**Run 1: routed metal, one color a layer**

Scale bar: 20 µm.
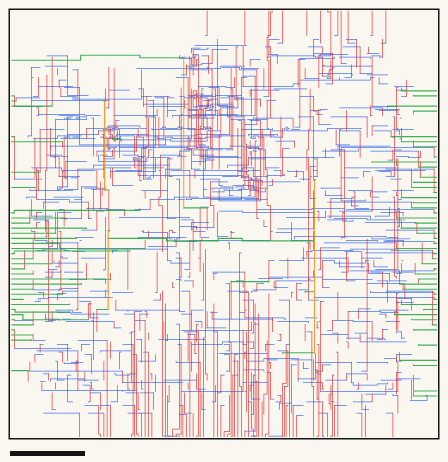
**Run 1: placed standard cells**

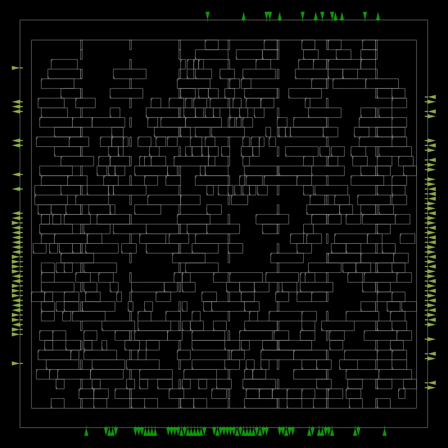
**Run 1: drive-strength map**

Scale bar: 20 µm.
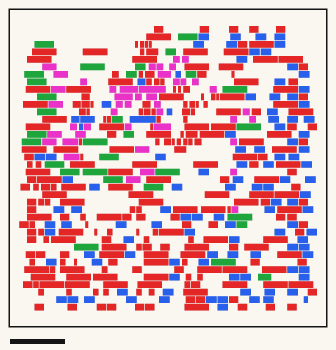
`config.mk`:
```
export PLATFORM = sky130hd
export DESIGN_NAME = fc_pe_sequencer_flat
export DESIGN_NICKNAME = d
export VERILOG_FILES = /design/src/rtl/fc_pe_sequencer_if.sv /design/src/rtl/fc_pe_sequencer.sv /design/src/flat_wrapper.sv
export SDC_FILE = /design/constraint.sdc
export NUM_CORES = 1
export LEC_CHECK = 0
export ABC_CLOCK_PERIOD_IN_PS = 1700
export CELL_PAD_IN_SITES_DETAIL_PLACEMENT = 0
export CELL_PAD_IN_SITES_GLOBAL_PLACEMENT = 1
export CORE_MARGIN = 3
export CORE_UTILIZATION = 30
export DETAILED_ROUTE_END_ITERATION = 6
export GPL_TIMING_DRIVEN = 0
export PLACE_DENSITY_LB_ADDON = 0.1
export RECOVER_POWER = 25
export SLEW_MARGIN = 20
export SYNTH_ARGS = -nofsm -noshare
export SYNTH_HDL_FRONTEND = slang
export SYNTH_SLANG_ARGS = --single-unit
```
`constraint.sdc`:
```
create_clock -name clk -period 1.7 [get_ports clk]
set_input_delay 0.34 -clock clk [delete_from_list [all_inputs] [get_ports clk]]
set_output_delay 0.34 -clock clk [all_outputs]
set_load 0.1 [all_outputs]
```
`src/rtl/fc_pe_sequencer_if.sv`:
```
// Result channel from the FC sequencer to the downstream consumer.
// Latency: none (wires only).
// Backpressure: consumer holds out_ready low to stall; producer keeps payload stable meanwhile.
//
// Signals:
//   out_valid - producer has a captured neuron result
//   out_ready - consumer accepts the result on the edge where both are high
//   out_index - neuron number of out_data
//   out_data  - accumulated result, 2*DATA_WIDTH bits
interface fc_pe_sequencer_if #(
    parameter int DATA_WIDTH = 16,
    parameter int IDX_W      = 3
);
    logic                    out_valid;
    logic                    out_ready;
    logic [IDX_W-1:0]        out_index;
    logic [2*DATA_WIDTH-1:0] out_data;

    modport master (output out_valid, output out_index, output out_data, input out_ready);
    modport slave  (input out_valid, input out_index, input out_data, output out_ready);
endinterface

```
`src/rtl/fc_pe_sequencer.sv`:
```
// Sequencer feeding a multiply-accumulate PE: clears it, streams input/weight pairs, drains, captures the result.
// Latency: per neuron 1 + NUM_INPUTS*ISSUE_GAP + 2 + DRAIN_CYCLES + 1 cycles with out_ready held high.
// Backpressure: stalls in OUTPUT until out_ready; the PE keeps receiving zero operands while stalled.
//
// Ports: clk/rst_n (async active-low); start/busy/done run control; in_addr/in_data and
// w_addr/w_data synchronous-read buffers (data one cycle after address); pe_input/pe_weight/
// pe_start/pe_result to the PE; out_if carries the valid/ready result channel.
module fc_pe_sequencer #(
    parameter int DATA_WIDTH   = 16,
    parameter int NUM_INPUTS   = 16,
    parameter int NUM_NEURONS  = 8,
    parameter int ISSUE_GAP    = 1,
    parameter int DRAIN_CYCLES = 2,
    parameter int IN_AW        = (NUM_INPUTS > 1) ? $clog2(NUM_INPUTS) : 1,
    parameter int W_AW         = (NUM_INPUTS * NUM_NEURONS > 1) ? $clog2(NUM_INPUTS * NUM_NEURONS) : 1
) (
    input  logic                    clk,
    input  logic                    rst_n,
    input  logic                    start,
    output logic                    busy,
    output logic                    done,
    output logic [IN_AW-1:0]        in_addr,
    input  logic [DATA_WIDTH-1:0]   in_data,
    output logic [W_AW-1:0]         w_addr,
    input  logic [DATA_WIDTH-1:0]   w_data,
    output logic [DATA_WIDTH-1:0]   pe_input,
    output logic [DATA_WIDTH-1:0]   pe_weight,
    output logic                    pe_start,
    input  logic [2*DATA_WIDTH-1:0] pe_result,
    fc_pe_sequencer_if.master       out_if
);
    localparam int NW        = (NUM_NEURONS > 1) ? $clog2(NUM_NEURONS) : 1;
    localparam int GW        = (ISSUE_GAP > 1) ? $clog2(ISSUE_GAP) : 1;
    localparam int DRAIN_LEN = 2 + DRAIN_CYCLES;  // 1 cycle buffer read + 1 cycle operand register + PE latency
    localparam int DCW       = $clog2(DRAIN_LEN);

    typedef enum logic [2:0] {S_IDLE, S_CLEAR, S_FEED, S_DRAIN, S_OUTPUT} state_t;

    state_t                  state_q, state_d;
    logic [NW-1:0]           n_q, n_d;
    logic [IN_AW-1:0]        j_q, j_d;
    logic [GW-1:0]           g_q, g_d;
    logic [DCW-1:0]          d_q, d_d;
    logic [IN_AW-1:0]        in_addr_q, in_addr_d;
    logic [W_AW-1:0]         w_addr_q, w_addr_d;
    logic                    issue_d1_q, issue_d1_d;
    logic [DATA_WIDTH-1:0]   pe_input_q, pe_input_d;
    logic [DATA_WIDTH-1:0]   pe_weight_q, pe_weight_d;
    logic                    out_valid_q, out_valid_d;
    logic [NW-1:0]           out_index_q, out_index_d;
    logic [2*DATA_WIDTH-1:0] out_data_q, out_data_d;
    logic                    done_q, done_d;
    logic                    issue;

    always_ff @(posedge clk or negedge rst_n) begin
        if (!rst_n) begin
            state_q     <= S_IDLE;
            n_q         <= '0;
            j_q         <= '0;
            g_q         <= '0;
            d_q         <= '0;
            in_addr_q   <= '0;
            w_addr_q    <= '0;
            issue_d1_q  <= 1'b0;
            pe_input_q  <= '0;
            pe_weight_q <= '0;
            out_valid_q <= 1'b0;
            out_index_q <= '0;
            out_data_q  <= '0;
            done_q      <= 1'b0;
        end else begin
            state_q     <= state_d;
            n_q         <= n_d;
            j_q         <= j_d;
            g_q         <= g_d;
            d_q         <= d_d;
            in_addr_q   <= in_addr_d;
            w_addr_q    <= w_addr_d;
            issue_d1_q  <= issue_d1_d;
            pe_input_q  <= pe_input_d;
            pe_weight_q <= pe_weight_d;
            out_valid_q <= out_valid_d;
            out_index_q <= out_index_d;
            out_data_q  <= out_data_d;
            done_q      <= done_d;
        end
    end

    always_comb begin
        state_d     = state_q;
        n_d         = n_q;
        j_d         = j_q;
        g_d         = g_q;
        d_d         = d_q;
        out_valid_d = out_valid_q;
        out_index_d = out_index_q;
        out_data_d  = out_data_q;
        done_d      = 1'b0;

        issue = (state_q == S_FEED) && (g_q == '0);

        // Addresses are live in the issue cycle and otherwise hold the last issued value.
        in_addr_d = issue ? j_q : in_addr_q;
        w_addr_d  = issue ? W_AW'(n_q * NUM_INPUTS + j_q) : w_addr_q;

        // Buffer data arrives one cycle after the issue; every other cycle feeds 0*0 to the PE.
        issue_d1_d  = issue;
        pe_input_d  = issue_d1_q ? in_data : '0;
        pe_weight_d = issue_d1_q ? w_data  : '0;

        case (state_q)
            S_IDLE: begin
                if (start) begin
                    state_d = S_CLEAR;
                    n_d     = '0;
                end
            end
            S_CLEAR: begin
                state_d = S_FEED;
                j_d     = '0;
                g_d     = '0;
                d_d     = '0;
            end
            S_FEED: begin
                // j advances at the end of each issue slot, so the slot's last cycle ends FEED.
                if (g_q == GW'(ISSUE_GAP - 1)) begin
                    g_d = '0;
                    if (j_q == IN_AW'(NUM_INPUTS - 1)) begin
                        state_d = S_DRAIN;
                        d_d     = '0;
                    end else begin
                        j_d = j_q + 1'b1;
                    end
                end else begin
                    g_d = g_q + 1'b1;
                end
            end
            S_DRAIN: begin
                if (d_q == DCW'(DRAIN_LEN - 1)) begin
                    state_d     = S_OUTPUT;
                    out_valid_d = 1'b1;
                    out_data_d  = pe_result;
                    out_index_d = n_q;
                end else begin
                    d_d = d_q + 1'b1;
                end
            end
            S_OUTPUT: begin
                if (out_if.out_ready) begin
                    out_valid_d = 1'b0;
                    if (n_q == NW'(NUM_NEURONS - 1)) begin
                        state_d = S_IDLE;
                        done_d  = 1'b1;
                    end else begin
                        state_d = S_CLEAR;
                        n_d     = n_q + 1'b1;
                    end
                end
            end
            default: state_d = S_IDLE;
        endcase
    end

    assign in_addr          = in_addr_d;
    assign w_addr           = w_addr_d;
    assign pe_input         = pe_input_q;
    assign pe_weight        = pe_weight_q;
    assign pe_start         = (state_q == S_CLEAR);
    assign busy             = (state_q != S_IDLE);
    assign done             = done_q;
    assign out_if.out_valid = out_valid_q;
    assign out_if.out_index = out_index_q;
    assign out_if.out_data  = out_data_q;
endmodule
```
`src/flat_wrapper.sv`:
```
// flat-port wrapper written by rule: the top's interface ports become plain ports
module fc_pe_sequencer_flat 
#(
    parameter int DATA_WIDTH   = 16,
    parameter int NUM_INPUTS   = 16,
    parameter int NUM_NEURONS  = 8,
    parameter int ISSUE_GAP    = 1,
    parameter int DRAIN_CYCLES = 2,
    parameter int IN_AW        = (NUM_INPUTS > 1) ? $clog2(NUM_INPUTS) : 1,
    parameter int W_AW         = (NUM_INPUTS * NUM_NEURONS > 1) ? $clog2(NUM_INPUTS * NUM_NEURONS) : 1
)
  (clk, rst_n, start, busy, done, in_addr, in_data, w_addr, w_data, pe_input, pe_weight, pe_start, pe_result, out_if_out_valid, out_if_out_index, out_if_out_data, out_if_out_ready);
  fc_pe_sequencer_if #(.DATA_WIDTH(DATA_WIDTH)) out_if_i ();
  input  logic clk;
  input  logic rst_n;
  input  logic start;
  output logic busy;
  output logic done;
  output logic [IN_AW-1:0] in_addr;
  input  logic [DATA_WIDTH-1:0] in_data;
  output logic [W_AW-1:0] w_addr;
  input  logic [DATA_WIDTH-1:0] w_data;
  output logic [DATA_WIDTH-1:0] pe_input;
  output logic [DATA_WIDTH-1:0] pe_weight;
  output logic pe_start;
  input  logic [2*DATA_WIDTH-1:0] pe_result;
  output wire logic [$bits(out_if_i.out_valid)-1:0] out_if_out_valid;
  output wire logic [$bits(out_if_i.out_index)-1:0] out_if_out_index;
  output wire logic [$bits(out_if_i.out_data)-1:0] out_if_out_data;
  input wire logic [$bits(out_if_i.out_ready)-1:0] out_if_out_ready;
  assign out_if_out_valid = out_if_i.out_valid;
  assign out_if_out_index = out_if_i.out_index;
  assign out_if_out_data = out_if_i.out_data;
  assign out_if_i.out_ready = out_if_out_ready;
  fc_pe_sequencer #(.DATA_WIDTH(DATA_WIDTH), .NUM_INPUTS(NUM_INPUTS), .NUM_NEURONS(NUM_NEURONS), .ISSUE_GAP(ISSUE_GAP), .DRAIN_CYCLES(DRAIN_CYCLES), .IN_AW(IN_AW), .W_AW(W_AW)) u_core (.clk(clk), .rst_n(rst_n), .start(start), .busy(busy), .done(done), .in_addr(in_addr), .in_data(in_data), .w_addr(w_addr), .w_data(w_data), .pe_input(pe_input), .pe_weight(pe_weight), .pe_start(pe_start), .pe_result(pe_result), .out_if(out_if_i));
endmodule
```
==> results.toml, run 1 <==
# generated from flow reports
[status]
outcome = "complete, but fails checks"
failing_checks = "setup timing"

[placement]
finalWeightedCongestion = 0.708
preCtsSetupSlack_ns = -1.25
placed_cells = 537
place.detailed.hpwl_mm = 6.03
io_buffer_count = 149
dpl_cell_area_mm2 = 0.00529

[global_route]
grt_pass1_vias = 2582
grtUsageMet3_pct = 5.02
global_route_wire_length_before_repair_mm = 14.0
grt_use_met2_pct = 20.9
grt_max_degree = 70
grt.busiest_layer = "met2"
globalRouteMet1Util_pct = 18.2
grt_antenna_before_repair = 0

[critical_path]
reg2reg_path_depth = 6
slowest_stage = "sky130_fd_sc_hd__dfrtp_1"
worst-endpoint-required_ns = 1.36
worst_path_largest_cell_delay_ns = 0.38
crit_path_cell_trace = "buf_6, nor3b_4, buf_6, mux2_4, buf_12"
timing.critical_path.fanout_max = 7
critical_path_depth = 5
cp_top_family = "buffers and inverters"
endpoint_kind = "output pin"
timing_worst_setup_path_type = "flip-flop to output pin"
r2r-start = "u_core.state_q[2]"
worst-path-buf-inv = 3
crit_path_end = "w_addr[2]"
reg2reg_to = "u_core.out_if.out_data[14]"
critPathLaunch = "u_core.state_q[1]"
most_numerous_cell_on_the_critical_path = "sky130_fd_sc_hd__buf_6"
cp.arrival_ns = 1.79
r2r_setup_slack_ns = 0.09
critical_path.startpoint_type = "flip-flop"

[final_layout]
total_area_of_sequential_cells_mm2 = 0.00233
number_of_flip_flops_under_the_largest_register_name = 32
layout.cells.largest_class = "registers"
buf_share_pct = 33.3
n_antenna_cell = 0
logic_area_mm2 = 0.00122
lay_top_count = "sky130_fd_sc_hd__dfrtp_1"
design.final.nets = 505
layout_top_cells = "92 x sky130_fd_sc_hd__dfrtp_1, 69 x sky130_fd_sc_hd__clkdlybuf4s15_2, 66 x sky130_fd_sc_hd__clkdlybuf4s50_1"
final_layout_size_suffix_gt1_share_pct = 42.9
finalCoreUtilization_pct = 53.7
logic_gate_count = 136
seqAreaFraction_pct = 38.8
seq_cells = 93
n_all_inverters = 7
sh_comb_area_pct = 20.3
nClkBuffers = 12
clock_cell_area_share_pct = 4.15
final_cells = 576

[synth]
flop_cell = "sky130_fd_sc_hd__dfrtp_1"
enable_flop_cells = 0
netlist_top_cells_area = "sky130_fd_sc_hd__dfrtp_1 66%, sky130_fd_sc_hd__mux2_2 13%, sky130_fd_sc_hd__and2_1 5.7%, sky130_fd_sc_hd__ha_1 1.4%, sky130_fd_sc_hd__o21ai_0 1.4%"
synthArstFlopShare_pct = 100
netlist_area_mm2 = 0.00353
postSynthNetCount = 319
yosys.area.top_type = "sky130_fd_sc_hd__dfrtp_1"
yosysWarnings = 0
post_synth_num_cell_types = 36
postSynthSeqShare_pct = 66.0
synth-cells-yosys = 247
post-synth-top-area-fraction_pct = 66.0
synth_flops = 93
yosys.stat.chipArea_mm2 = 0.00353
syn_inst = 247
syn-mean-instance-area_um2 = 14.3

[final_timing]
finalWorstPathRequiredPeriod_ns = 2.13
finalHoldViolCount = 0
period_used_pct = 125
fin_setup_tns_ns = -4.60
clock_skew_ns = 0.00461
number_of_setup_violations_in_the_final_report = 13
whs_ns = 0.478
drv_slew = 0
f_max_ghz = 0.471
worst_slew_pin_slew_ns = 0.591
rsz_0062_raised_after_global_routing = "yes"
maxSlewHeadroom_pct = 60.6
layout_setup_ws_ns = -0.425

[min_path]
hp-class = "flip-flop to flip-flop"
hold_path.startpoint = "u_core.d_q[0]"
worstHoldEndpoint = "u_core.d_q[0]"
hold_depth = 1

[route]
routedLengthMet1_mm = 3.70
average_wire_per_standard_cell_um = 15.3
drt_pre_antenna_iters = 4
dr_wl_met3_um = 808
drt-initial-drc-count = 78
highest-signal-layer = "met4"
vias_per_cell = 4.45
wl_met2_mm = 4.18
remaining_drc_errors = 0
postRouteAntennaNets = 0

[floorplanning]
core_util_floorplan_pct = 31.6
well_tap_count = 140
chip_area_mm2 = 0.0131
die_y_um = 114
num_io_pins = 150
chipWidth_um = 114

[cts]
numClockSinks = 93
clk_path_buf_depth = 2
cts_htree_levels = 3
cts_repair_resize_count = 338
cts-hold-fix-buffers = 1
tritoncts_clock_tree = "done"
clk_transition_reported_paths_ns = 0.06
tritoncts.num_buffers = 9
cts_root_buf = "sky130_fd_sc_hd__clkbuf_16"
insertion_delay_ns = 0.33
cts_setup_buffers = 11

[run]
cap_viol_max_count = 0
warnings = 29
-- 'routed metal, one color a layer' (at the start) --
met2: shown in red, wire length 4180 µm. met3: shown in green, wire length 809 µm. met1: shown in blue, wire length 3700 µm. met4: shown in orange, wire length 131 µm.
vias: 2561
final routed wirelength across all metal layers: 8.82 mm
total track usage: 13.9%

-- 'placed standard cells' (at the start) --
standard cell core area: 0.0112 mm²
Placement Rows: 38
filler cell count in the final layout: 986

-- 'drive-strength map' (at the start) --
drive 6 and up: shown in green, cells 30, share 6.9%, most used buf_12. drive 1 or less: shown in red, cells 249, share 57%, most used dfrtp_1. drive 3 to 4: shown in magenta, cells 44, share 10%, most used buf_4. drive 2: shown in blue, cells 113, share 26%, most used clkdlybuf4s15_2.
Layout area overhead: 70.2%
cell area after layout: 0.00600 mm²
setup ws final: -0.425 ns
buffer count excluding the clock tree in the final layout: 186

==> run 1: cells by family after synthesis <==
group                    count (synthesis)  synth area share [%]
buffers and inverters                   18                  2.55
multiplexers                            44                  14.0
AND-OR/OR-AND                           25                  4.75
adder cells (fa/ha/maj)                  4                  1.42
flip-flops                              93                  66.0
AND/OR/NAND/NOR                         63                  11.2
==> run 1: cell usage after synthesis, types with 4 or more instances <==
library cell and count:
sky130_fd_sc_hd__mux2_2 42, sky130_fd_sc_hd__dfrtp_1 93, sky130_fd_sc_hd__nand3_1 5, sky130_fd_sc_hd__clkbuf_1 4
sky130_fd_sc_hd__o21ai_0 10, sky130_fd_sc_hd__inv_1 7, sky130_fd_sc_hd__nor2_1 5, sky130_fd_sc_hd__ha_1 4
sky130_fd_sc_hd__nand2_1 7, sky130_fd_sc_hd__and2_1 32
==> run 2: changes to the inputs <==
- CTS_CLUSTER_DIAMETER: not set -> 200
**Run 2: placed standard cells**

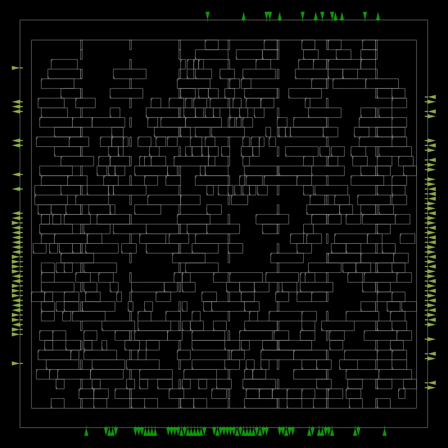
number of sequential cells in the layout: 93
tapcells inserted: 140

==> run 2 against run 1 <==
Net effect:
- the flow still finishes with violations (setup timing)
- critical endpoint unchanged
- via count is the same
- die size did not move
- register-to-register slack barely moved
- highest routed layer unchanged
==> results.toml, run 2 <==
# generated from flow reports
[route]
vias = 2561
remaining_drc_errors = 0
routedLengthMet1_mm = 3.70
final_routed_wirelength_across_all_metal_layers_mm = 8.82
drt-initial-drc-count = 78
dr_wl_met3_um = 808
postRouteAntennaNets = 0

[run]
cap_viol_max_count = 0
warnings = 29

[placement]
preCtsSetupSlack_ns = -1.25

[critical_path]
worst-endpoint-required_ns = 1.36
critPathLaunch = "u_core.state_q[1]"
r2r-start = "u_core.state_q[2]"
cp_top_family = "buffers and inverters"
reg2reg_to = "u_core.out_if.out_data[14]"
cp.arrival_ns = 1.79
endpoint_kind = "output pin"
most_numerous_cell_on_the_critical_path = "sky130_fd_sc_hd__buf_6"
reg2reg_path_depth = 6
worst_path_largest_cell_delay_ns = 0.38
critical_path_depth = 5
worst-path-buf-inv = 3
crit_path_end = "w_addr[2]"
timing.critical_path.fanout_max = 7

[final_timing]
number_of_setup_violations_in_the_final_report = 13
worst_slew_pin_slew_ns = 0.591
fin_setup_tns_ns = -4.60
rsz_0062_raised_after_global_routing = "yes"
finalWorstPathRequiredPeriod_ns = 2.13
layout_setup_ws_ns = -0.425
period_used_pct = 125
whs_ns = 0.478
drv_slew = 0
clock_skew_ns = 0.00461
f_max_ghz = 0.471
maxSlewHeadroom_pct = 60.6

[global_route]
grtUsageMet3_pct = 5.02
grt_max_degree = 70
global_route_wire_length_before_repair_mm = 14.0
globalRouteMet1Util_pct = 18.2
grt_antenna_before_repair = 0

[min_path]
hp-class = "flip-flop to flip-flop"
worstHoldEndpoint = "u_core.d_q[0]"
hold_depth = 1

[synth]
post_synth_adder_cell_area_pct = 1.42
synthArstFlopShare_pct = 100
netlist_top_cells_area = "sky130_fd_sc_hd__dfrtp_1 66%, sky130_fd_sc_hd__mux2_2 13%, sky130_fd_sc_hd__and2_1 5.7%, sky130_fd_sc_hd__ha_1 1.4%, sky130_fd_sc_hd__o21ai_0 1.4%"
yosysWarnings = 0
post_synth_num_cell_types = 36
logic_family = "multiplexers"
syn-mean-instance-area_um2 = 14.3
post-synth-top-area-fraction_pct = 66.0
synthMuxAreaShare_pct = 14.0
postSynthSeqShare_pct = 66.0
synth_xor_xnor_area_share_pct = 0
flop_cell = "sky130_fd_sc_hd__dfrtp_1"

[final_layout]
design.final.nets = 505
number_of_flip_flops_under_the_largest_register_name = 32
n_antenna_cell = 0
layout_top_cells = "92 x sky130_fd_sc_hd__dfrtp_1, 69 x sky130_fd_sc_hd__clkdlybuf4s15_2, 66 x sky130_fd_sc_hd__clkdlybuf4s50_1"
total_area_of_sequential_cells_mm2 = 0.00233
logic_area_mm2 = 0.00122

[status]
outcome = "complete, but fails checks"
failing_checks = "setup timing"

[floorplanning]
core_util_floorplan_pct = 31.6
chip_area_mm2 = 0.0131
num_io_pins = 150

[cts]
clk_transition_reported_paths_ns = 0.06
cts_htree_levels = 3
insertion_delay_ns = 0.33
**Run 2: pin placement**

Scale bar: 20 µm. Pins as bars across the die edge, other pins in gray.
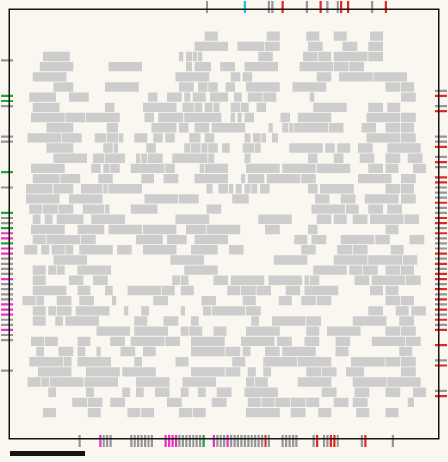
out_if_out_data: shown in red, pins 32, direction output, edge 22 east, 5 south, 5 north. pe_input: shown in magenta, pins 16, direction output, edge 9 west, 7 south. w_addr: shown in green, pins 7, direction output, edge 6 west, 1 south. busy: shown in cyan, pins 1, direction output, edge north.
All pins by edge: 56 south, 46 east, 35 west, 13 north.
PortBufs: 149
die boundary width: 114 µm
Die Y: 114 µm

-- run 2: repair_timing --
action,4_1_cts,5_1_grt
endpoints found under the setup margin,88,44
endpoints found under the hold margin,24,0
resized,338,10
setup buffers,11,13
hold buffers,1,0
pin swaps,1,4
-- run 2: final cells by class --
class	count	share of cell area, %
tap	140	2.92
timing repair buffer	175	31.9
sequential	93	38.8
clock buffer	12	3.94
inverter	7	0.479
multi-input combinational	136	20.3
buffer	11	1.44
clock inverter	2	0.208
==> run 3: changes to the inputs <==
- GPL_ROUTABILITY_DRIVEN: not set -> 0
**Run 3: routed metal, one color a layer**

Scale bar: 20 µm.
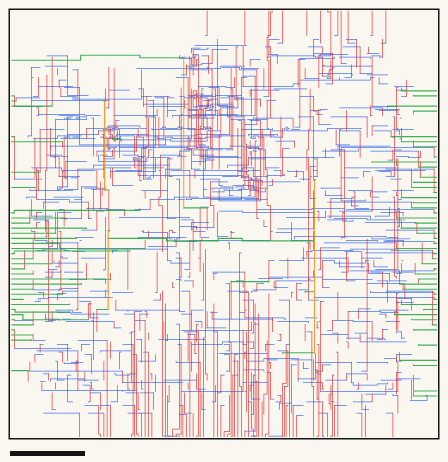
average wire per standard cell: 15.3 µm

==> run 3 against run 2 <==
Net effect:
- the run still ends with setup timing left
- critical path depth unchanged
- synthesized area unchanged
- clock skew unchanged
- clock-buffer cell count unchanged
- highest routed layer unchanged
==> results.toml, run 3 <==
# generated from flow reports
[final_layout]
seq_cells = 93
total_area_of_sequential_cells_mm2 = 0.00233
n_all_inverters = 7
number_of_flip_flops_under_the_largest_register_name = 32
nClkBuffers = 12
design.final.nets = 505
clock_cell_area_share_pct = 4.15
n_antenna_cell = 0
sh_comb_area_pct = 20.3
design_area_mm2 = 0.00600
signal_buffers = 186
final_cells = 576
layout_top_cells = "92 x sky130_fd_sc_hd__dfrtp_1, 69 x sky130_fd_sc_hd__clkdlybuf4s15_2, 66 x sky130_fd_sc_hd__clkdlybuf4s50_1"
area_growth_pct = 70.2
buf_share_pct = 33.3
logic_gate_count = 136
fill_cells = 986
lay_top_count = "sky130_fd_sc_hd__dfrtp_1"
logic_area_mm2 = 0.00122
layout.cells.largest_class = "registers"

[cts]
cts_root_buf = "sky130_fd_sc_hd__clkbuf_16"
cts_htree_levels = 3
clk_transition_reported_paths_ns = 0.06
insertion_delay_ns = 0.33

[critical_path]
critical_path.startpoint_type = "flip-flop"
worst-path-buf-inv = 3
worst-endpoint-required_ns = 1.36
worst_path_largest_cell_delay_ns = 0.38
timing.critical_path.fanout_max = 7
cp_top_family = "buffers and inverters"
r2r_setup_slack_ns = 0.09
cp.arrival_ns = 1.79
endpoint_kind = "output pin"
most_numerous_cell_on_the_critical_path = "sky130_fd_sc_hd__buf_6"

[route]
dr_wl_met3_um = 808
postRouteAntennaNets = 0
vias = 2561
routedLengthMet1_mm = 3.70
remaining_drc_errors = 0
vias_per_cell = 4.45
drt-initial-drc-count = 78
final_routed_wirelength_across_all_metal_layers_mm = 8.82

[placement]
dpl_cell_area_mm2 = 0.00529
preCtsSetupSlack_ns = -1.25
placed_cells = 537
io_buffer_count = 149

[status]
outcome = "complete, but fails checks"
failing_checks = "setup timing"

[final_timing]
fin_setup_tns_ns = -4.60
layout_setup_ws_ns = -0.425
worst_slew_pin_slew_ns = 0.591
f_max_ghz = 0.471
period_used_pct = 125
clock_skew_ns = 0.00461
whs_ns = 0.478
finalWorstPathRequiredPeriod_ns = 2.13
rsz_0062_raised_after_global_routing = "yes"
number_of_setup_violations_in_the_final_report = 13
drv_slew = 0
maxSlewHeadroom_pct = 60.6

[floorplanning]
chip_area_mm2 = 0.0131
core_util_floorplan_pct = 31.6
well_tap_count = 140
die_y_um = 114
chipWidth_um = 114
row_count = 38
fp.coreArea_mm2 = 0.0112
num_io_pins = 150

[synth]
post-synth-top-area-fraction_pct = 66.0
flop_cell = "sky130_fd_sc_hd__dfrtp_1"
synthArstFlopShare_pct = 100
yosysMostFrequentCell = "sky130_fd_sc_hd__dfrtp_1"
post_synth_num_cell_types = 36
top_cells_by_count = "93 x sky130_fd_sc_hd__dfrtp_1, 42 x sky130_fd_sc_hd__mux2_2, 32 x sky130_fd_sc_hd__and2_1"
post_synth_adder_cell_area_pct = 1.42
synthMuxAreaShare_pct = 14.0
enable_flop_cells = 0
synth_xor_xnor_area_share_pct = 0
yosys.stat.chipArea_mm2 = 0.00353
logic_family = "multiplexers"
yosysWarnings = 0
synth-cells-yosys = 247
netlist_top_cells_area = "sky130_fd_sc_hd__dfrtp_1 66%, sky130_fd_sc_hd__mux2_2 13%, sky130_fd_sc_hd__and2_1 5.7%, sky130_fd_sc_hd__ha_1 1.4%, sky130_fd_sc_hd__o21ai_0 1.4%"
postSynthSeqShare_pct = 66.0
syn-mean-instance-area_um2 = 14.3
yosys.area.top_type = "sky130_fd_sc_hd__dfrtp_1"

[global_route]
grt_max_degree = 70
grt_antenna_before_repair = 0
gr_overflow_total = 0
grtUsageMet3_pct = 5.02
globalRouteMet1Util_pct = 18.2
global_route_wire_length_before_repair_mm = 14.0
global_route.usage.total_pct = 13.9

[run]
warnings = 29
cap_viol_max_count = 0

[min_path]
hp-class = "flip-flop to flip-flop"
**Run 3: placed standard cells**

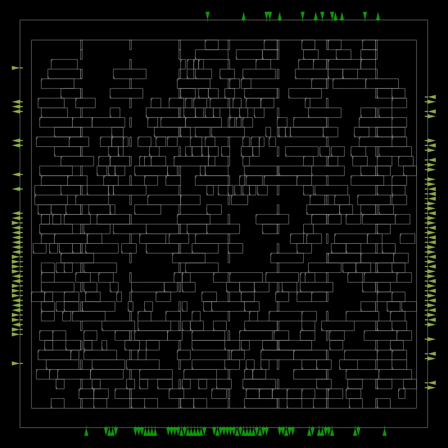
fraction of area in registers: 38.8%
post-layout utilization of the core: 53.7%

## run 3: timing repair
action / 4_1_cts / 5_1_grt
hold buffers: 1 / 0
hold endpoints to repair: 24 / 0
gates resized: 338 / 10
pin swaps: 1 / 4
setup endpoints to repair: 88 / 44
setup buffers: 11 / 13
## run 3: worst paths after layout
check | depth (start not counted) | endpoint | from
max reg2reg | 6 | u_core.out_if.out_data[14] | u_core.state_q[2]
min in group asynchronous | 2 | u_core.out_if.out_data[7] | rst_n
min reg2reg | 1 | u_core.d_q[0] | u_core.d_q[0]
max in group asynchronous | 3 | u_core.j_q[0] | rst_n
max | 5 | w_addr[2] | u_core.state_q[1]
min | 1 | u_core.d_q[0] | u_core.d_q[0]
